## src/rtl/pwr_test_sequencer_pkg.sv

```systemverilog
// Shared definitions for the adder power-estimation sequencer.
// Latency: n/a (types, constants and one pure function only).
// Backpressure: n/a.
//
// Contents: FSM state encoding, LFSR feedback mask and step function,
// the fixed worst-case first operand pair, and default counter geometry.
package pwr_test_sequencer_pkg;

    typedef enum logic [2:0] {
        ST_IDLE    = 3'd0,
        ST_CLEAR   = 3'd1,
        ST_RUN     = 3'd2,
        ST_DRAIN   = 3'd3,
        ST_RD_ADDR = 3'd4,
        ST_RD_WAIT = 3'd5,
        ST_DONE    = 3'd6
    } seq_state_t;

    // Feedback taps for x^16+x^14+x^13+x^11+1: bits 15,13,12,10 of the state.
    localparam logic [15:0] LFSR_TAP_MASK = 16'hB400;

    // 0x01 + 0xFF ripples a carry through every bit position of the adders.
    localparam logic [7:0] FIRST_OPR_A = 8'h01;
    localparam logic [7:0] FIRST_OPR_B = 8'hFF;

    // Default geometry of the transition-counter memory.
    localparam int DEF_NUM_CNTR = 3;
    localparam int DEF_DIR_W    = 2;

    // Fibonacci step, shifting left: feedback enters at bit 0.
    function automatic logic [15:0] lfsr16_next(input logic [15:0] cur);
        return {cur[14:0], ^(cur & LFSR_TAP_MASK)};
    endfunction

endpackage

```

## src/rtl/pwr_test_sequencer_lfsr16.sv

```systemverilog
// 16-bit Fibonacci LFSR generating pseudo-random operand pairs.
// Latency: q updates one cycle after load/step; q_next is combinational.
// Backpressure: none; advances only when step is high.
//
// Ports: clk, reset (sync, active high, loads seed); load (reload seed);
// step (advance one state); seed (start value); q (current state);
// q_next (state after one step).
module pwr_lfsr16
    import pwr_test_sequencer_pkg::*;
(
    input  logic        clk,
    input  logic        reset,
    input  logic        load,
    input  logic        step,
    input  logic [15:0] seed,
    output logic [15:0] q,
    output logic [15:0] q_next
);

    assign q_next = lfsr16_next(q);

    always_ff @(posedge clk) begin
        if (reset || load) begin
            q <= seed;
        end else if (step) begin
            q <= q_next;
        end
    end

endmodule

```

## src/rtl/pwr_test_sequencer.sv

```systemverilog
// Sequencer for adder power estimation: clear counters, apply operand pairs, read counters back.
// Latency: start -> first clear write 1 cycle; each pair held SETTLE_CYC cycles; one word per 2 cycles.
// Backpressure: rd_valid/rd_count/rd_index hold until rd_ready; all other outputs are free-running.
//
// Ports: clk, reset (sync, active high); start (pulse, honoured in IDLE/DONE);
// busy/done (run status); opr_a/opr_b (operands to the adders); sum_idx (pairs applied);
// mem_dir/mem_le/mem_wdata/mem_rdata (counter memory port, mem_le=0 writes);
// rd_valid/rd_ready/rd_index/rd_count (counter readout stream).
module pwr_test_sequencer
    import pwr_test_sequencer_pkg::*;
#(
    parameter int          NUM_CNTR   = DEF_NUM_CNTR,
    parameter int          DIR_W      = DEF_DIR_W,
    parameter int          DATA_W     = 32,
    parameter int          N_SUMS     = 5000,
    parameter int          SETTLE_CYC = 50,
    parameter logic [15:0] LFSR_SEED  = 16'hACE1
) (
    input  logic                          clk,
    input  logic                          reset,
    input  logic                          start,
    output logic                          busy,
    output logic                          done,
    output logic [7:0]                    opr_a,
    output logic [7:0]                    opr_b,
    output logic [$clog2(N_SUMS+1)-1:0]   sum_idx,
    output logic [DIR_W-1:0]              mem_dir,
    output logic                          mem_le,
    output logic [DATA_W-1:0]             mem_wdata,
    input  logic [DATA_W-1:0]             mem_rdata,
    output logic                          rd_valid,
    input  logic                          rd_ready,
    output logic [DIR_W-1:0]              rd_index,
    output logic [DATA_W-1:0]             rd_count
);

    localparam int SUM_W = $clog2(N_SUMS + 1);
    localparam int CNT_W = $clog2(SETTLE_CYC + 1);

    localparam logic [SUM_W-1:0] LAST_SUM    = SUM_W'(N_SUMS);
    localparam logic [CNT_W-1:0] LAST_SETTLE = CNT_W'(SETTLE_CYC - 1);
    localparam logic [DIR_W-1:0] LAST_CNTR   = DIR_W'(NUM_CNTR - 1);

    seq_state_t       state;
    seq_state_t       state_nxt;
    logic [CNT_W-1:0] settle_cnt;
    logic [DIR_W-1:0] idx;          // clear address, then readout index
    logic             settle_end;
    logic             last_sum;
    logic             last_cntr;
    logic             lfsr_load;
    logic             lfsr_step;
    logic [15:0]      lfsr_q;
    logic [15:0]      lfsr_q_next;

    assign settle_end = (settle_cnt == LAST_SETTLE);
    assign last_sum   = (sum_idx == LAST_SUM);
    assign last_cntr  = (idx == LAST_CNTR);

    // Counters are only ever cleared, so the write data is constant zero.
    assign mem_wdata = '0;

    pwr_lfsr16 u_lfsr (
        .clk    (clk),
        .reset  (reset),
        .load   (lfsr_load),
        .step   (lfsr_step),
        .seed   (LFSR_SEED),
        .q      (lfsr_q),
        .q_next (lfsr_q_next)
    );

    // State register
    always_ff @(posedge clk) begin
        if (reset) begin
            state <= ST_IDLE;
        end else begin
            state <= state_nxt;
        end
    end

    // Next-state logic
    always_comb begin
        state_nxt = state;
        unique case (state)
            ST_IDLE, ST_DONE: if (start) state_nxt = ST_CLEAR;
            ST_CLEAR:         if (last_cntr) state_nxt = ST_RUN;
            ST_RUN:           if (settle_end && last_sum) state_nxt = ST_DRAIN;
            ST_DRAIN:         if (settle_end) state_nxt = ST_RD_ADDR;
            ST_RD_ADDR:       state_nxt = ST_RD_WAIT;
            ST_RD_WAIT:       if (rd_ready) state_nxt = last_cntr ? ST_DONE : ST_RD_ADDR;
            default:          state_nxt = ST_IDLE;
        endcase
    end

    // Output decode: LFSR control strobes
    always_comb begin
        lfsr_load = 1'b0;
        lfsr_step = 1'b0;
        if (state == ST_CLEAR && last_cntr) begin
            lfsr_load = 1'b1;
        end
        if (state == ST_RUN && settle_end && !last_sum) begin
            lfsr_step = 1'b1;
        end
    end

    // Registered outputs, settle counter and readout registers
    always_ff @(posedge clk) begin
        if (reset) begin
            settle_cnt <= '0;
            idx        <= '0;
            busy       <= 1'b0;
            done       <= 1'b0;
            opr_a      <= '0;
            opr_b      <= '0;
            sum_idx    <= '0;
            mem_dir    <= '0;
            mem_le     <= 1'b1;
            rd_valid   <= 1'b0;
            rd_index   <= '0;
            rd_count   <= '0;
        end else begin
            // One counter times both the per-pair hold and the drain window.
            if ((state == ST_RUN || state == ST_DRAIN) && !settle_end) begin
                settle_cnt <= settle_cnt + CNT_W'(1);
            end else begin
                settle_cnt <= '0;
            end

            unique case (state)
                ST_IDLE, ST_DONE: begin
                    if (start) begin
                        busy    <= 1'b1;
                        done    <= 1'b0;
                        mem_le  <= 1'b0;
                        mem_dir <= '0;
                        idx     <= '0;
                        sum_idx <= '0;   // a new run has applied no pairs yet
                    end
                end
                ST_CLEAR: begin
                    if (last_cntr) begin
                        mem_le  <= 1'b1;
                        idx     <= '0;
                        opr_a   <= FIRST_OPR_A;
                        opr_b   <= FIRST_OPR_B;
                        sum_idx <= SUM_W'(1);
                    end else begin
                        idx     <= idx + DIR_W'(1);
                        mem_dir <= idx + DIR_W'(1);
                    end
                end
                ST_RUN: begin
                    // The next pair lands on the same edge the current hold ends.
                    if (settle_end && !last_sum) begin
                        opr_a   <= lfsr_q_next[15:8];
                        opr_b   <= lfsr_q_next[7:0];
                        sum_idx <= sum_idx + SUM_W'(1);
                    end
                end
                ST_DRAIN: begin
                    if (settle_end) begin
                        idx     <= '0;
                        mem_dir <= '0;
                    end
                end
                ST_RD_ADDR: begin
                    rd_count <= mem_rdata;
                    rd_index <= idx;
                    rd_valid <= 1'b1;
                end
                ST_RD_WAIT: begin
                    if (rd_ready) begin
                        rd_valid <= 1'b0;
                        if (last_cntr) begin
                            busy <= 1'b0;
                            done <= 1'b1;
                        end else begin
                            idx     <= idx + DIR_W'(1);
                            mem_dir <= idx + DIR_W'(1);
                        end
                    end
                end
                default: begin
                end
            endcase
        end
    end

    // A maximal-length LFSR seeded nonzero can never reach the all-zero lockup state.
    assert property (@(posedge clk) disable iff (reset) lfsr_q != 16'h0000);

endmodule

```

## config.mk

```make
export PLATFORM = sky130hd
export DESIGN_NAME = pwr_test_sequencer
export DESIGN_NICKNAME = d
export VERILOG_FILES = /design/src/rtl/pwr_test_sequencer_pkg.sv /design/src/rtl/pwr_test_sequencer_lfsr16.sv /design/src/rtl/pwr_test_sequencer.sv
export SDC_FILE = /design/constraint.sdc
export NUM_CORES = 1
export LEC_CHECK = 0
export CAP_MARGIN = 20
export CELL_PAD_IN_SITES_DETAIL_PLACEMENT = 1
export CELL_PAD_IN_SITES_GLOBAL_PLACEMENT = 2
export CORE_UTILIZATION = 23
export DETAILED_ROUTE_END_ITERATION = 10
export HOLD_SLACK_MARGIN = 0.12
export PLACE_DENSITY = 0.75
export SLEW_MARGIN = 20
export SYNTH_ARGS = -nofsm -noshare
export SYNTH_HDL_FRONTEND = slang
export SYNTH_SLANG_ARGS = --single-unit
```

## constraint.sdc

```tcl
create_clock -name clk -period 1.7 [get_ports clk]
set_clock_uncertainty 0.05 [all_clocks]
set_input_delay 0.34 -clock clk [delete_from_list [all_inputs] [get_ports clk]]
set_output_delay 0.34 -clock clk [all_outputs]
set_load 0.02 [all_outputs]
```

==> results.cfg <==
; yosys + openroad results
[worst_setup_path]
critical_path_arrival_ns = 1.99
worst-path-max-fanout = 7
crit_start = sum_idx[4]

[synth]
avgSynthCellArea_um2 = 8.20
yosysCellCount = 522
edf_count = 0
synth_top_area_share_pct = 44.9
async_flop_share_pct = 0

[job]
cap_violations = 0
warnings = 33

[die]
boundaryPins = 137

[sta]
slew_viol_final = 0
layout_setup_ws_ns = -0.0551
finalSetupViolCount = 14
max_freq_ghz = 0.570

[worst_hold_path]
min_from = rd_count[1]
hold_path_class = reg -> reg

[finish]
num-nets-final = 741
final_cell_mix = 111 x nand2_1, 85 x dfxtp_1, 80 x buf_4

[grt]
grt.total_usage_pct = 14.9
antenna_found_initial = 0
grt_pass1_wl_um = 22700

[routing]
drc = 24

[clock_tree]
cts_sinks = 96
cts_buffers = 9

[outcome]
failed_checks = design-rule violations, negative setup slack
status = finished, violations left

[placement]
place_congestion = 0.777
-- worst max-delay path, cell delays in order, from the launching register on --
cell and delay (ns):
dfxtp_2 0.34, nor4b_4 0.32, buf_4 0.18, nand3_4 0.09
buf_6 0.14, a31oi_4 0.31, nand2_1 0.12, a21oi_2 0.14
-- per-layer routing --
| layer | vias up | wire length (um) | GRT usage (%) |
|---|---|---|---|
| li1 | 2073 | - | - |
| met1 | 2060 | 5980 | 16.3 |
| met2 | 86 | 7550 | 27.8 |
| met3 | 11 | 619 | 4.57 |
| met4 | 0 | 140 | 3.37 |
| met5 | - | 0 | 0 |
-- registers in the layout, indices dropped and copies added, names as in the netlist --
register	cells
rd_count	32
u_lfsr.q	16
sum_idx	13
opr_a	8
opr_b	8
settle_cnt	6
state	3
idx	2
mem_dir	2
rd_index	2
busy	1
done	1
mem_le	1
rd_valid	1
-- power breakdown --
part	internal (W)	switching [W]
Clock	0.00122	0.000867
Combinational	0.000260	0.000306
Sequential	0.00226	0.0000158
-- layout make-up --
type / count / area, um^2 / area share, %
repair buffers: 197 / 1810 / 26.3
clock inverters: 3 / 40.0 / 0.582
multi-input cells: 387 / 2510 / 36.4
inverters: 7 / 26.3 / 0.382
clock buffers: 13 / 260 / 3.78
flip-flops and latches: 96 / 1950 / 28.3
well taps: 229 / 287 / 4.17
-- through the flow --
stage / power (W) / setup slack [ns] / cell area (um^2) / instances / util, %
after floorplan: 0.00262 / -0.00420 / 4470 / 553 / -
after global placement: 0.00281 / -0.337 / 6010 / 900 / 33.2
after detailed placement: 0.00282 / -0.440 / 6010 / 900 / 33.2
after CTS: 0.00495 / -0.0751 / 6670 / 929 / 36.9
after global routing: 0.00514 / -0.131 / 6880 / 932 / 38.0
final: 0.00493 / -0.0551 / 6880 / 932 / 38.0
**Floorplan with the power grid**

Scale bar: 50 um. Pins as bars on the die edge. Tap cells in grey.
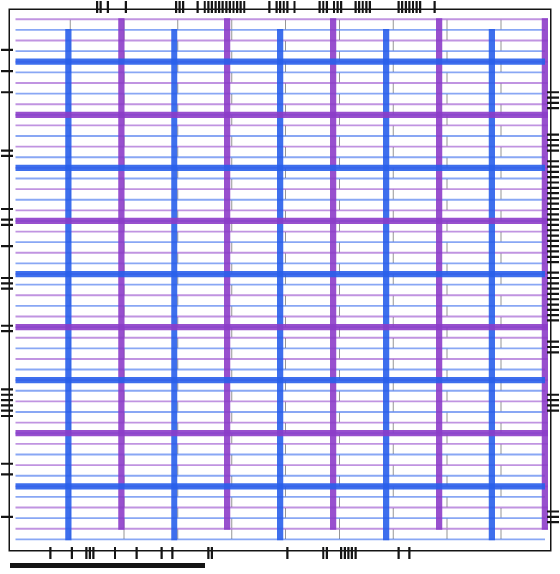
purple -> VDD
blue -> VSS
rows = 49
met5 straps = 9
die height: 138 um
die width: 138 um

**Cells coloured by class**

Scale bar: 50 um.
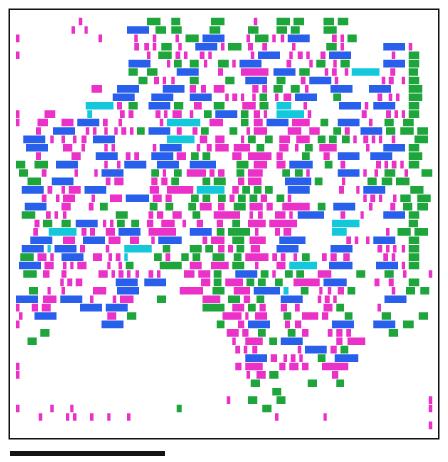
cyan -> clock drivers and dummy loads  # cells 16
blue -> flip-flops  # cells 96
magenta -> all other logic  # cells 394
green -> other buffers and delay cells  # cells 197
final instance area: 6880 um^2
fraction of area in registers: 28.3%
Final Core Density: 38.0%
row count: 49

**Clock wires, drivers and flops**

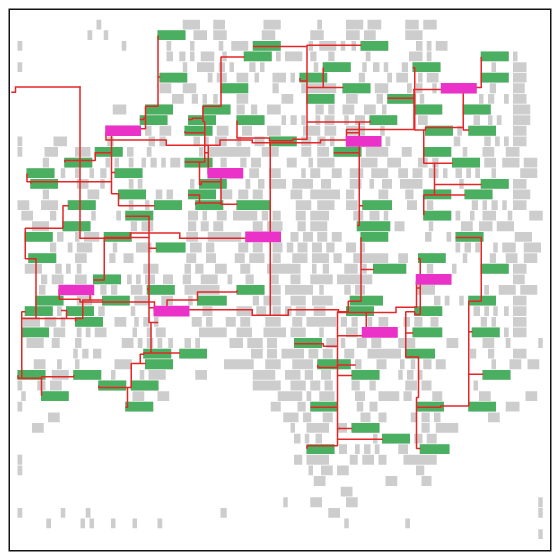
magenta -> cells driving clock nets  # count 9
red -> clock wires  # length 1350 um
green -> flip-flops  # count 96
routed clock nets = 10
worst-skew pair later-pin latency: 0.35 ns
Clk. pwr: 0.00208 W
clock share of power: 42.3%

**Routed metal, one colour a layer**

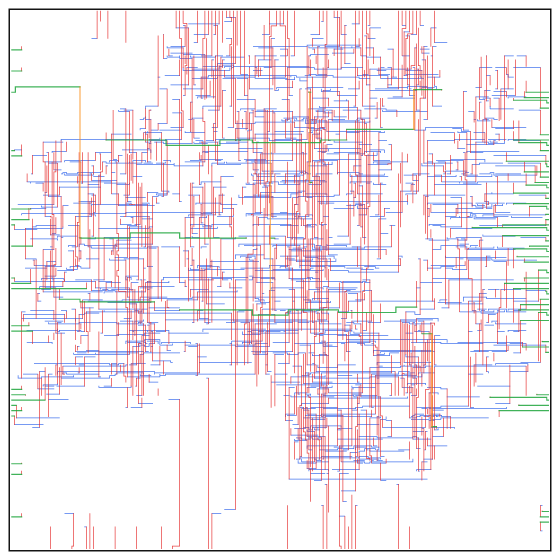
orange -> met4  # wire length 140 um
green -> met3  # wire length 619 um
red -> met2  # wire length 7550 um
blue -> met1  # wire length 5980 um
final WL: 14300 um
drt wl/cell: 15.3 um

Power is estimated from default activity; no workload was simulated.
